Design cache_mem_ctrl, sky130hd; sources not shown.
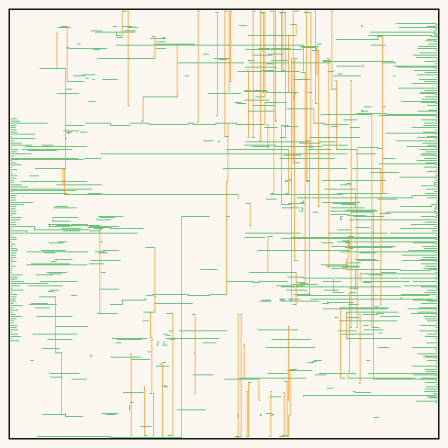
**Above:** wiring by layer.
Two of the layers only.
color	layer	wire length
green	met3	8600 um
orange	met4	4670 um
routed wire length: 109000 um
overall global routing resource usage: 30.2%
routed vias: 25700
drt wl/cell: 24.3 um

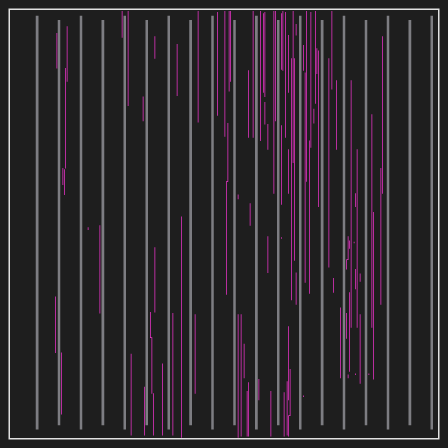
**Above:** metal 4.
Supply wires on this layer in gray.
share of all routed wire	4.3%
longest straight run	153 um
nets with wire on the layer	73

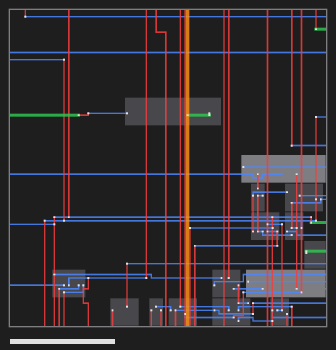
**Above:** a small window of the routed layout.
Bar = 10 um. Window x 117 to 147, y 117 to 147 um. Cells in gray, sequential cells in the stronger gray; small squares are vias.
color	layer
red	met2
blue	met1
orange	met4
green	met3
cells with their middle in the window	15
sequential cells in the window	2
most frequent	nand2_1 (2), dfrtp_1 (2), buf_4 (2)

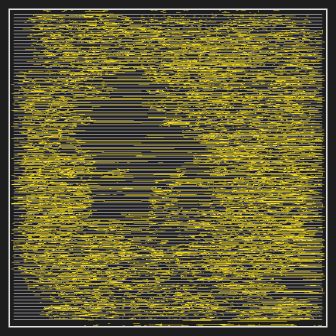
**Above:** M1 wires.
Supply wires on this layer in gray.
main direction	horizontal
share of all routed wire	41%
longest straight run	125 um
nets with wire on the layer	3778
GR Util met1: 40.5%

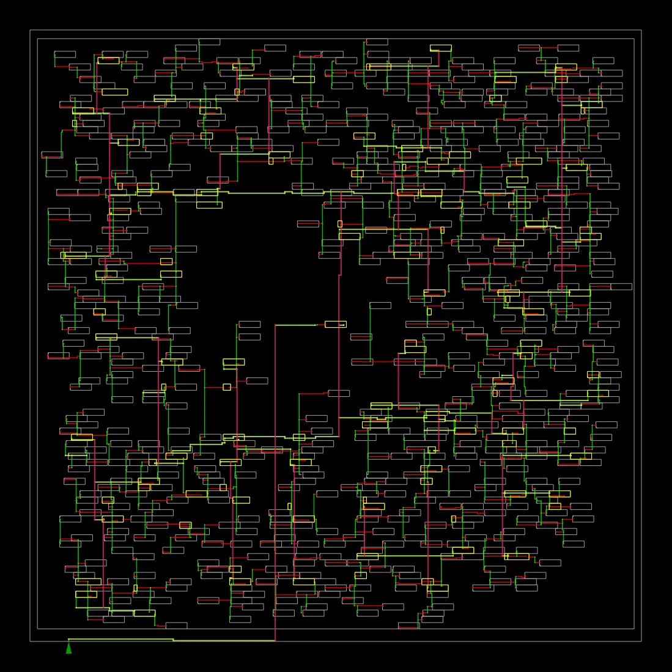
**Above:** clock nets.
Clk power: 0.00104 W
Seq Cell Count: 619
Late-Pin Clk Latency: 620 ps
CTS Sinks: 619

==> impl_metrics.yaml <==
# flow metrics
die:
  die_area_mm2: 0.0702
  die_w_um: 265
detailed_routing:
  drtIter0Drc: 2456
  wl_met2_um: 50900
  drc: 0
  met3_length_um: 8600
  top_layer: "met5"
  wl_met1_um: 44500
outcome:
  status: "complete, no violations"
timing:
  max_freq_mhz: 105
  holdWs_ps: 416
  relSlewSlack_pct: 17.5
  period_minus_slack_ps: 9560
  fin_tns_setup_ps: 0
  finalHoldViolations: 0
  report.final.setup_viol: 0
  worstMarginPinSlew_ps: 1210
power:
  seqPwrFrac_pct: 32.4
  powerDensity_mw_per_mm2: 123
  p_comb_share_pct: 46.3
critical_path:
  worstPathArrival_ps: 5660
  critPathSlowestCell: "clkdlybuf4s50_1"
  cp_cell_sequence: "clkdlybuf4s50_1 -> and2_1 -> clkdlybuf4s50_1"
  rrSetupSlack_ps: 21280
  critical_path.max_stage_delay_ps: 1130
clock_network:
  cts_tree: "done"
  hold_buffers: 0
  clk_path_buf_depth: 3
  cts_root_buf: "clkbuf_16"
  post_cts_buffers: 0
  clk_pin_slew_ps: 50
  cts_max_level: 3
synthesis:
  syn-cell-area_mm2: 0.0302
  yosys_warnings: 0
  top_cells_by_area: "dfrtp_1 51%, nand2_1 11%, mux2_2 7.5%, mux4_2 4.0%, and3_1 2.6%"
  synthFlopType: "dfrtp_1"
  synth.distinct_cells: 62
  edf_count: 0
  yosys-stat-cells: 2969
  yosysTopAreaCell: "dfrtp_1"
  synth.top_cell.area_share_pct: 51.3
min_path:
  hp-class: "flop to flop"
  hold_depth: 2
place:
  hpwlAfterDp_um: 75900
  pre_cts_slack_ps: 16160
  place_congestion: 0.891
  io_buffers: 681
global_route:
  grtUsageMet2_pct: 47.6
  top_usage_layer: "met2"
  grt_pass1_vias: 25200
  grtUsageMet3_pct: 6.56
  grt_max_degree: 171
  antenna_found_initial: 43
run:
  drv_cap: 0
  warnings: 41
cells_and_area:
  layout_top_cell: "nand2_1"
  final_cell_mix: "898 x nand2_1, 679 x clkdlybuf4s50_1, 618 x dfrtp_1"
  syn2layout_area_growth_pct: 32.0
==> synth_stat cells, types with 3 or more instances <==
cell type  number
a22oi_1        50
nand2_1       901
xnor2_1        15
o221ai_1       25
a21oi_1       101
and4_1          6
buf_2          75
o21ai_0        50
and3_1        126
buf_1          14
nand2b_1        3
inv_1          14
a22o_1          8
o2bb2ai_1      25
buf_6          17
nor3_1         11
dfrtp_1       618
mux2i_1        50
mux2_2        202
a31oi_1        50
nor2_1         15
xor2_1         17
ha_1            7
a21bo_2         4
a21o_1         98
mux4_2         54
o32ai_1        50
clkbuf_1      121
nor3b_1         3
nor4_1          6
a2111oi_0      50
buf_4           8
nand3_1        63
o31ai_1        25
and2_1         41
nand4_1        17
==> power groups by stage <==
stage | Clock (W) | Combinational, W | Sequential (W)
global placement | 0 | 0.00223 | 0.00158
CTS | 0.00106 | 0.00227 | 0.00158
floorplan | 0 | 0.00141 | 0.00172
global route | 0.00110 | 0.00243 | 0.00163
finish | 0.00104 | 0.00227 | 0.00158
detailed placement | 0 | 0.00226 | 0.00159
==> cell type report <==
cell class              instances  area (um^2)
clock buffers                  98         2060
inverters                      15         68.8
well taps                     864         1080
repair buffers                723         7150
clock inverters                25          352
multi-input cells            2099        13500
diodes                         39         97.6
flip-flops and latches        619        15500
fillers                      5498        26300
==> cell families (layout without fill, tap and decap cells) <==
kind of cell | Yosys count | after routing | share of synthesized area (%)
other | 0 | 39 | 0
AOI/OAI and AO/OA | 550 | 550 | 13.0
adders and majority gates | 7 | 7 | 0.290
buffers and inverters | 251 | 861 | 3.99
and+or+nand+nor | 1203 | 1203 | 17.2
xor gates and xnor gates | 32 | 32 | 0.929
muxes | 307 | 307 | 13.3
DFF | 619 | 619 | 51.4
Power is estimated from default activity; no workload was simulated.
